<file path="config.mk">
export PLATFORM = sky130hd
export DESIGN_NAME = operand_entry
export DESIGN_NICKNAME = d
export VERILOG_FILES = /design/src/rtl/operand_entry_pkg.sv /design/src/rtl/operand_entry_bcd2bin.sv /design/src/rtl/operand_entry.sv
export SDC_FILE = /design/constraint.sdc
export NUM_CORES = 1
export LEC_CHECK = 0
export CAP_MARGIN = 10
export CELL_PAD_IN_SITES_DETAIL_PLACEMENT = 1
export CELL_PAD_IN_SITES_GLOBAL_PLACEMENT = 2
export CORE_ASPECT_RATIO = 1.5
export CORE_MARGIN = 5
export CORE_UTILIZATION = 34
export DETAILED_ROUTE_END_ITERATION = 6
export PLACE_DENSITY_LB_ADDON = 0.1
export SKIP_LAST_GASP = 1
export SYNTH_ARGS = -nofsm -noshare
export SYNTH_HDL_FRONTEND = slang
export SYNTH_SLANG_ARGS = --single-unit
</file>
<file path="constraint.sdc">
create_clock -name iCLK -period 9.5 [get_ports iCLK]
set_input_delay 0.95 -clock iCLK [delete_from_list [all_inputs] [get_ports iCLK]]
set_output_delay 0.95 -clock iCLK [all_outputs]
set_load 0.01 [all_outputs]
</file>
<file path="src/rtl/operand_entry_pkg.sv">
// operand_entry_pkg: shared constants for the keypad operand-entry block.
//   - key codes (digits are 0-9; KEY_ADD..KEY_CLR below)
//   - BLANK digit code shown on the display echo for unentered positions
//   - opcode encodings presented to the ALU stage
//   - entry FSM state type
package operand_entry_pkg;

  localparam logic [3:0] KEY_ADD = 4'hA;
  localparam logic [3:0] KEY_SUB = 4'hB;
  localparam logic [3:0] KEY_MUL = 4'hC;
  localparam logic [3:0] KEY_DIV = 4'hD;
  localparam logic [3:0] KEY_ENT = 4'hE;
  localparam logic [3:0] KEY_CLR = 4'hF;

  localparam logic [3:0] BLANK   = 4'hE;

  localparam logic [1:0] OP_ADD  = 2'b00;
  localparam logic [1:0] OP_SUB  = 2'b01;
  localparam logic [1:0] OP_MUL  = 2'b10;
  localparam logic [1:0] OP_DIV  = 2'b11;

  typedef enum logic [1:0] {
    S_A    = 2'd0,
    S_B    = 2'd1,
    S_HOLD = 2'd2
  } state_e;

  function automatic logic is_digit(input logic [3:0] code);
    return code <= 4'd9;
  endfunction

  function automatic logic is_op(input logic [3:0] code);
    return (code >= KEY_ADD) && (code <= KEY_DIV);
  endfunction

  function automatic logic [1:0] key2op(input logic [3:0] code);
    logic [1:0] op;
    case (code)
      KEY_ADD: op = OP_ADD;
      KEY_SUB: op = OP_SUB;
      KEY_MUL: op = OP_MUL;
      default: op = OP_DIV;
    endcase
    return op;
  endfunction

  // Display echo for one operand: tens shown only with two digits entered,
  // units shown once at least one digit is entered.
  function automatic logic [7:0] echo(input logic [1:0] cnt,
                                      input logic [3:0] tens,
                                      input logic [3:0] units);
    return {(cnt >= 2'd2) ? tens  : BLANK,
            (cnt >= 2'd1) ? units : BLANK};
  endfunction

endpackage

</file>
<file path="src/rtl/operand_entry_bcd2bin.sv">
// bcd2bin: converts a two-digit BCD value (tens, units) to 7-bit binary.
//   iTENS  in  4  tens digit, 0-9
//   iUNITS in  4  units digit, 0-9
//   oBIN   out 7  tens*10 + units, 0-99
module bcd2bin (
  input  logic [3:0] iTENS,
  input  logic [3:0] iUNITS,
  output logic [6:0] oBIN
);

  logic [6:0] tens7;
  logic [6:0] units7;

  assign tens7  = {3'b000, iTENS};
  assign units7 = {3'b000, iUNITS};

  // tens*10 as shift-and-add: (t<<3) + (t<<1)
  assign oBIN = (tens7 << 3) + (tens7 << 1) + units7;

endmodule

</file>
<file path="src/rtl/operand_entry.sv">
// operand_entry: keypad front end for the calculator datapath. Collects
// digit/operator key events, assembles operands A and B (0-99) and an opcode,
// and presents them to the ALU stage over a valid/ready handshake.
//   iCLK        in  1   clock
//   iRST        in  1   synchronous active-high reset
//   iKEY_VALID  in  1   key event strobe
//   iKEY_CODE   in  4   0-9 digit, A add, B sub, C mul, D div, E enter, F clear
//   iREADY      in  1   ALU stage accepts the request
//   oVALID      out 1   oA/oB/oOP hold a complete request
//   oA, oB      out 7   operands, binary
//   oOP         out 2   opcode 00 add, 01 sub, 10 mul, 11 div
//   oDISP       out 16  {A tens, A units, B tens, B units} BCD, 4'hE = blank
//   oERR        out 1   one-cycle pulse when an enter is rejected
// Configuration macro: OPERAND_ENTRY_DIVZ_CHECK_EN rejects enter on divide by
// zero (state stays S_B, oERR pulses); undefined, oERR is tied low.
module operand_entry
  import operand_entry_pkg::*;
(
  input  logic        iCLK,
  input  logic        iRST,
  input  logic        iKEY_VALID,
  input  logic [3:0]  iKEY_CODE,
  input  logic        iREADY,
  output logic        oVALID,
  output logic [6:0]  oA,
  output logic [6:0]  oB,
  output logic [1:0]  oOP,
  output logic [15:0] oDISP,
  output logic        oERR
);

  state_e      state_q, state_d;
  logic [3:0]  a_tens_q, a_tens_d, a_units_q, a_units_d;
  logic [3:0]  b_tens_q, b_tens_d, b_units_q, b_units_d;
  logic [1:0]  a_cnt_q, a_cnt_d, b_cnt_q, b_cnt_d;
  logic [1:0]  op_q, op_d;
  logic        valid_q, valid_d;
  logic [6:0]  a_q, b_q, a_bin_d, b_bin_d;
  logic [15:0] disp_q, disp_d;
  logic        key_clr;
`ifdef OPERAND_ENTRY_DIVZ_CHECK_EN
  logic        err_q, err_d;
`endif

  assign key_clr = iKEY_VALID && (iKEY_CODE == KEY_CLR);

  always_comb begin
    state_d   = state_q;
    a_tens_d  = a_tens_q;
    a_units_d = a_units_q;
    b_tens_d  = b_tens_q;
    b_units_d = b_units_q;
    a_cnt_d   = a_cnt_q;
    b_cnt_d   = b_cnt_q;
    op_d      = op_q;
`ifdef OPERAND_ENTRY_DIVZ_CHECK_EN
    err_d     = 1'b0;
`endif
    // Clear and a completed transfer both end in the same cleared S_A state,
    // so clear-with-ready needs no separate priority handling.
    if (key_clr || (valid_q && iREADY)) begin
      state_d   = S_A;
      a_tens_d  = '0;
      a_units_d = '0;
      b_tens_d  = '0;
      b_units_d = '0;
      a_cnt_d   = '0;
      b_cnt_d   = '0;
      op_d      = OP_ADD;
    end else if (iKEY_VALID) begin
      case (state_q)
        S_A: begin
          if (is_digit(iKEY_CODE)) begin
            if (a_cnt_q < 2'd2) begin
              a_tens_d  = a_units_q;
              a_units_d = iKEY_CODE;
              a_cnt_d   = a_cnt_q + 2'd1;
            end
          end else if (is_op(iKEY_CODE)) begin
            op_d    = key2op(iKEY_CODE);
            state_d = S_B;
          end
        end
        S_B: begin
          if (is_digit(iKEY_CODE)) begin
            if (b_cnt_q < 2'd2) begin
              b_tens_d  = b_units_q;
              b_units_d = iKEY_CODE;
              b_cnt_d   = b_cnt_q + 2'd1;
            end
          end else if (is_op(iKEY_CODE)) begin
            op_d = key2op(iKEY_CODE);
          end else if (iKEY_CODE == KEY_ENT) begin
`ifdef OPERAND_ENTRY_DIVZ_CHECK_EN
            if ((op_q == OP_DIV) && (b_tens_q == 4'd0) && (b_units_q == 4'd0))
              err_d = 1'b1;
            else
              state_d = S_HOLD;
`else
            state_d = S_HOLD;
`endif
          end
        end
        default: ;
      endcase
    end
    valid_d = (state_d == S_HOLD);
    disp_d  = {echo(a_cnt_d, a_tens_d, a_units_d),
               echo(b_cnt_d, b_tens_d, b_units_d)};
  end

  // Converters operate on next-state digits so oA/oB are registered values.
  bcd2bin u_bcd2bin_a (
    .iTENS  (a_tens_d),
    .iUNITS (a_units_d),
    .oBIN   (a_bin_d)
  );

  bcd2bin u_bcd2bin_b (
    .iTENS  (b_tens_d),
    .iUNITS (b_units_d),
    .oBIN   (b_bin_d)
  );

  always_ff @(posedge iCLK) begin
    if (iRST) begin
      state_q   <= S_A;
      a_tens_q  <= '0;
      a_units_q <= '0;
      b_tens_q  <= '0;
      b_units_q <= '0;
      a_cnt_q   <= '0;
      b_cnt_q   <= '0;
      op_q      <= OP_ADD;
      valid_q   <= 1'b0;
      a_q       <= '0;
      b_q       <= '0;
      disp_q    <= {4{BLANK}};
`ifdef OPERAND_ENTRY_DIVZ_CHECK_EN
      err_q     <= 1'b0;
`endif
    end else begin
      state_q   <= state_d;
      a_tens_q  <= a_tens_d;
      a_units_q <= a_units_d;
      b_tens_q  <= b_tens_d;
      b_units_q <= b_units_d;
      a_cnt_q   <= a_cnt_d;
      b_cnt_q   <= b_cnt_d;
      op_q      <= op_d;
      valid_q   <= valid_d;
      a_q       <= a_bin_d;
      b_q       <= b_bin_d;
      disp_q    <= disp_d;
`ifdef OPERAND_ENTRY_DIVZ_CHECK_EN
      err_q     <= err_d;
`endif
    end
  end

  assign oVALID = valid_q;
  assign oA     = a_q;
  assign oB     = b_q;
  assign oOP    = op_q;
  assign oDISP  = disp_q;
`ifdef OPERAND_ENTRY_DIVZ_CHECK_EN
  assign oERR   = err_q;
`else
  assign oERR   = 1'b0;
`endif

endmodule

</file>
M1 wires:
Bar = 20 µm. Cells faint in the background.
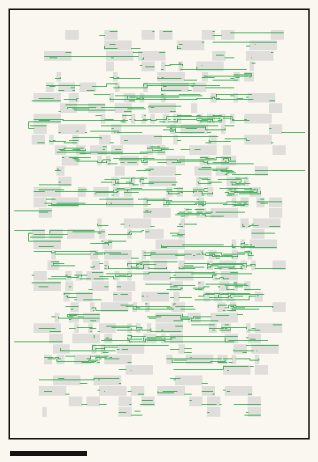
- main direction: horizontal
- longest straight run: 30.4 µm

Signal wires on met2:
Bar = 20 µm. Cells faint in the background.
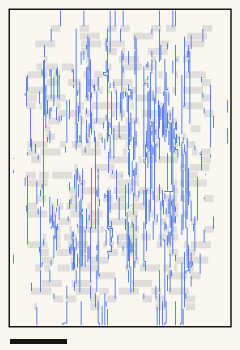
- main direction: vertical
- longest straight run: 51.3 µm
- wire length on this layer: 2,870 µm

==> results.yml <==
# implementation run metrics
cells_and_area:
  layout.core_utilization_pct: 42.3
  largest_class: "logic gates"
  ratio_of_cells_with_drive_above_1_in_the_final_layout_pct: 5.00
  clockNetworkAreaShare_pct: 4.07
  fraction_of_area_in_non_clock_buffers_pct: 14.0
  layout.non_clock_inverters: 11
  area_growth_pct: 23.3
pwr:
  p_total_uw: 459
  seq_power_share_pct: 51.7
  comb_power_uw: 61.3
  powerDensity_nw_per_um2: 160
  seq-power_uw: 237
  switchingPower_uw: 111
  combPwrFrac_pct: 13.4
logic_synthesis:
  synth-edff-count: 0
  ys_warn_count: 0
  synth-area-yosys_um2: 2320
  synth.cells.most_frequent: "dfxtp_1, nor2_1, ha_1"
  synth_flops: 53
  cell_with_the_most_instances_after_synthesis: "dfxtp_1"
  postSynth.asyncResetShare_pct: 0
  seq_area_frac_synth_pct: 45.7
setup_path:
  timing_worst_setup_path_type: "primary input to flop"
  reg2reg_from: "state_q[0]"
  critical_path_buf_inv_count: 1
  cp-startpoint: "iKEY_VALID"
  critical_path.top_delay_family: "simple AND/OR/NAND/NOR gates"
  critPathMaxFanout: 7
  timing.critical_path.required_ns: 9.73
routing:
  met1_length_mm: 2.51
  via_per_inst: 4.97
  drc: 0
  drt-pass1-iter-count: 4
  ant_nets: 0
worst_hold_path:
  min_path_cells: 2
  holdPathEnd: "a_tens_q[0]"
timing:
  finalWorstPathRequiredPeriod_ns: 4.78
  fmax_ghz: 0.209
  worst_relative_slew_slack_pct: 28.0
  timing.final.setup_violations: 0
  report.final.slew_viol_count: 0
  worst_hold_slack_ns: 0.512
  final_number_of_hold_violating_endpoints: 0
placement:
  globalplace.congestion: 0.778
  placed_cells_incl_taps: 350
  post_dp_cell_area_um2: 2750
  io_buffers: 40
die:
  fp.dieW_um: 77.5
  design.core.area_um2: 6760
clocking:
  post_cts_resize_count: 0
  h_tree_levels: 2
  clock_tree.buffer_depth: 2
  clk_root_buffer_cell: "clkbuf_8"
  cts_clk_pin_slew_worst_paths_ns: 0.09
grt:
  grt_antenna_before_repair: 0
  grt_first_pass_wirelength_mm: 9.73
status:
  run_status: "finished, final reports clean"
Met3 routing:
Bar = 20 µm. Cells faint in the background.
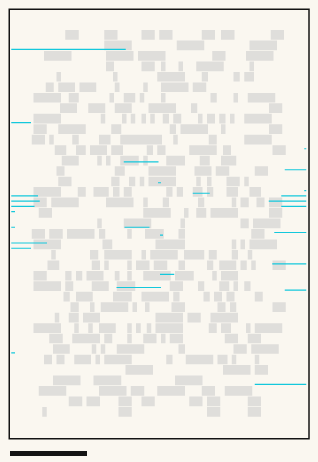
- main direction: horizontal
- longest straight run: 29.4 µm
- share of all routed wire: 3.0%
- wire length on this layer: 167 µm
- nets with wire on the layer: 22
via count of the routed design: 1,781
GR Layer Usage met3: 2.76%
Final Routed Wirelength: 5.62 mm

No activity file was given, so power comes from the tool's default toggle rates.
